M3 wires:
Drawn at 3 px/um.
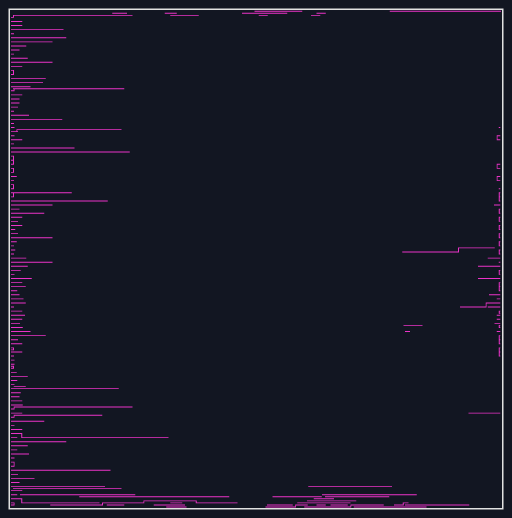
Sizing map:
Drawn at 3 px/um.
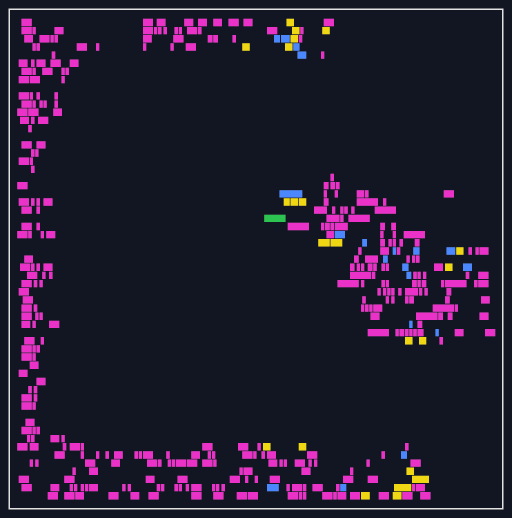
Routed metal per tile:
Drawn at 2 px/um. 33 x 33 tiles, from black (low) to pale yellow (high), scaled to the fullest tile. Values are wire area over tile area, all layers added.
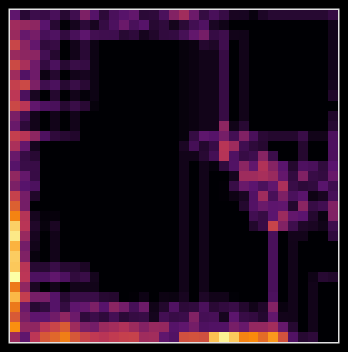
Clock nets:
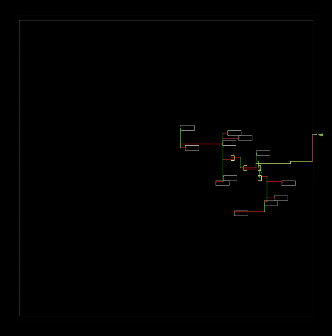
==> config.mk <==
export PLATFORM = sky130hd
export DESIGN_NAME = cache_mem_arbiter_flat
export DESIGN_NICKNAME = d
export VERILOG_FILES = /design/src/rtl/cache_mem_arbiter_pkg.sv /design/src/rtl/cache_mem_arbiter_if.sv /design/src/rtl/cache_mem_arbiter_rr_arbiter_2.sv /design/src/rtl/cache_mem_arbiter.sv /design/src/flat_wrapper.sv
export SDC_FILE = /design/constraint.sdc
export NUM_CORES = 1
export LEC_CHECK = 0
export ABC_AREA = 1
export CAP_MARGIN = 0
export CORE_AREA = 2 2 162 164
export CTS_BUF_LIST = sky130_fd_sc_hd__clkbuf_2
export CTS_CLUSTER_SIZE = 12
export DETAILED_ROUTE_END_ITERATION = 8
export DIE_AREA = 0 0 164 166
export GPL_ROUTABILITY_DRIVEN = 1
export PLACE_DENSITY_LB_ADDON = 0.25
export SYNTH_ARGS = -nofsm -noshare
export SYNTH_HDL_FRONTEND = slang
export SYNTH_SLANG_ARGS = --single-unit
==> constraint.sdc <==
create_clock -name clk -period 2.65 [get_ports clk]
set_input_delay 0.795 -clock clk [delete_from_list [all_inputs] [get_ports clk]]
set_output_delay 0.795 -clock clk [all_outputs]
set_load 0.005 [all_outputs]
==> flow_metrics.tcl <==
# implementation run metrics
set metrics [dict create \
    max_slew_margin_pct 79.03 \
    cp_num_cells 5 \
    cpMaxStageDelayCell "clkdlybuf4s50_1" \
    synth_compound_gate_area_share_pct 5.380 \
    status "completed" \
    largest_net_degree_at_the_start_of_global_routing 24 \
    power_leakage_nw 1.423 \
    ys_seq_elements 12 \
    power.ir.vdd_worst_uv 131.0 \
    mappedNetlistNets 624 \
    finalWeightedCongestion 0.6896 \
    ys_sh_xor_pct 1.056 \
    synthMuxAreaShare_pct 0 \
    mean_syn_cell_area_um2 6.070 \
    rsz0062_at_grt "false" \
    final_hold_fails 0 \
    ys_chip_area_mm2 0.002489 \
    reg_clk_slew_reported_paths_ns 0.14 \
    ys_seq_share_pct 9.653 \
    setup_tns_ns 0 \
    floorplan.die_area_mm2 0.02722 \
    area_fraction_in_full_adders_half_adders_and_majority_gates_pct 2.514 \
    worst_skew_pair.late_latency_ns 0.27 \
    place.port_buffers 133 \
    timing_worst_slew_pin_value_ns 0.3135 \
    die_w_um 164 \
    std_cell_rows 59 \
    cell_type_with_the_largest_total_area "buf_4" \
    worst-r2r-cell-count 9 \
    drt_pass1_iterations 4 \
    cts.path.max_buffers 2 \
    maxCapViolations 0 \
    chipHeight_um 166 \
    synthCells 410 \
    dpl_hpwl_mm 8.237 \
    min-delay-path-class "reg2reg" \
    pin_count 412 \
    worst-r2r-setup-slack_ns 0.94 \
    most-common-layout-cells "nand2_1 (148), clkdlybuf4s50_1 (86), dlygate4sd2_1 (45)" \
    cp_num_buf_inv 3 \
    grt_remaining_overflow 0 \
    cts.htree.levels 1 \
    cp_cell_sequence "clkdlybuf4s50_1 > or2_4 > o21ai_4 > inv_2 > dlygate4sd2_1" \
    cp_max_fo 2 \
    timing_worst_setup_path_type "in2out" \
    drtIter0Drc 97 \
    grt_pass1_vias 2139 \
    synthDistinctLibCells 29 \
    dominant_cells_by_area_after_synthesis "buf_4 (47%), nand2_1 (23%), dfxtp_1 (9.7%)" \
    synthesis.area_mm2 0.002489 \
    yosys_warnings 0 \
    synth-cells-yosys 410 \
    tool_warnings 28 \
    area_growth_pct 26.55 \
    fraction_of_layout_instances_using_a_drive_strength_above_1_pct 10.58 \
    post_cts_hold_buffer_count 0 \
    cp.arrival_ns 1.81 \
    cp_top_family "buffers and inverters" \
    timing.final.max_slew_violations 0 \
    avgViaCountPerCell 2.881 \
    cts_tree "built" \
    timing.hold.worst_path_depth 2 \
    powerDensity_mw_per_mm2 407.9 \
    fill_cells 3027 \
    floorplanUtilization_pct 9.715 \
    timing.final.setup_violations 0 \
    antenna_diode_count 0 \
    period_used_pct 98.26 \
    antenna_found_initial 0 \
    top_logic_kind "buffers and inverters" \
    remaining_drc_errors 0 \
    layout_top_cell_excl_fill_tap "nand2_1" \
    cts_num_sinks 12 \
    top_area_share_pct 47.36 \
    final.min_clock_period_ns 2.604 \
    cp_data_required_time_ns 1.86 \
    nets 612 \
    timing.critical_path.slowest_cell_delay_ns 0.39 \
    core_region_area_mm2 0.02562 \
    detailed_place.area_mm2 0.003136 \
    setup.worst_path.start_class "input port" \
    yosys.area_share.simple_pct 28.86 \
    fmax_mhz 384.1 \
    ant_nets 0 \
    root_buffer "clkbuf_2" \
]
Back to the opening pictures, 'M3 wires':
share of all routed wire: 17%
nets with wire on the layer: 150
main direction: horizontal
post-detailed-routing wire length: 9.447 mm
Global Route met3 Usage: 4.995%
total number of vias: 2109

Back to the opening pictures, 'sizing map':
[yellow] drive 3 to 4 | cells: 22 | share: 5.5%
[green] drive 6 and up | cells: 1 | share: 0.25%
[magenta] drive 1 or less | cells: 355 | share: 89%
[blue] drive 2 | cells: 19 | share: 4.8%
area of all placed cells without fillers: 0.003149 mm2
buffer count excluding the clock tree in the final layout: 149
final worst setup slack: 0.04621 ns

Back to the opening pictures, 'routed metal per tile':
tiles over half the peak: 4.0%
mean over tiles: 0.062
densest ninth of the die: south-west
emptiest ninth of the die: north-east
nearly empty tiles: 48%
aggregate global-route resource usage: 6.553%
average detailed-routed wire length per instance: 12.91 um

Back to the opening pictures, 'clock nets':
power drawn by the clock network: 0.102 mW
TritonCTS buffer count: 3
Layout Skew: 0.004497 ns
number of sequential cells: 12
number of clock buffers in the layout: 3

-- per-layer routing --
metal | track usage (%) | part of all wire, % | vias to the layer above
met2 | 11.34 | 47 | 180
li1 | - | - | 1055
met3 | 4.995 | 17 | 31
met5 | 0 | 0 | -
met4 | 1.945 | 2.8 | 0
met1 | 5.903 | 33 | 843
-- layout make-up --
cell class                      count  area (um2)  area share (%)
Inverter                           22       85.08           2.702
Timing Repair Buffer              149        1409           44.74
Sequential cell                    12       241.5           7.668
Tap cell                          335       419.2           13.31
Clock buffer                        3       15.01          0.4768
Clock inverter                      1       3.754          0.1192
Multi-Input combinational cell    210       975.9           30.99
-- cell families (layout without fill, tap and decap cells) --
group	count (synthesis)	count (layout)
and+or+nand+nor	179	179
adders and majority gates	5	5
DFF	12	12
AOI/OAI and AO/OA	23	23
buffers and inverters	188	175
xor gates and xnor gates	3	3
-- worst reg2reg max path: stages, from the launching register on --
cell	delay [ns]
dfxtp_2	0.39
buf_4	0.28
nand2_1	0.14
a21oi_2	0.16
buf_4	0.12
buf_4	0.09
nand2_2	0.13
inv_2	0.11
o21ai_0	0.07
a31oi_1	0.15
-- stage by stage --
| stage | power, mW | hold WS [ns] | util [%] | setup WS (ns) | instances |
|---|---|---|---|---|---|
| 6_report | 1.285 | 0.5052 | 12.29 | 0.04621 | 732 |
| 5_1_grt | 1.417 | 0.5320 | 12.29 | 0.003824 | 732 |
| 4_1_cts | 1.316 | 0.5081 | 12.29 | 0.005049 | 732 |
| 3_5_place_dp | 1.261 | 0.4814 | 12.24 | -0.4104 | 726 |
| 3_3_place_gp | 1.279 | 0.4738 | 12.24 | -0.3934 | 726 |
| 2_1_floorplan | 0.9065 | 0.4459 | - | 0.6199 | 410 |
-- Yosys cell counts (all sizes together) --
master  number
nor2        13
nand3b       1
xnor2        1
nand3        6
or2          3
o21ai       10
nor3         2
a31oi        1
inv         22
dfxtp       12
a21oi       11
ha           5
o211ai       1
xor2         2
clkbuf       5
buf        161
nand2      154
-- report_power, final --
part           switching (mW)  internal, mW
Combinational           0.485         0.448
Sequential             0.0318         0.218
Clock                  0.0695        0.0328
-- repair_timing --
item                                    4_1_cts  5_1_grt
endpoints found under the setup margin       46        1
pin swaps                                     3        1
gates resized                                62        0
setup buffers                                 2        0
No activity file was given, so power comes from the tool's default toggle rates.
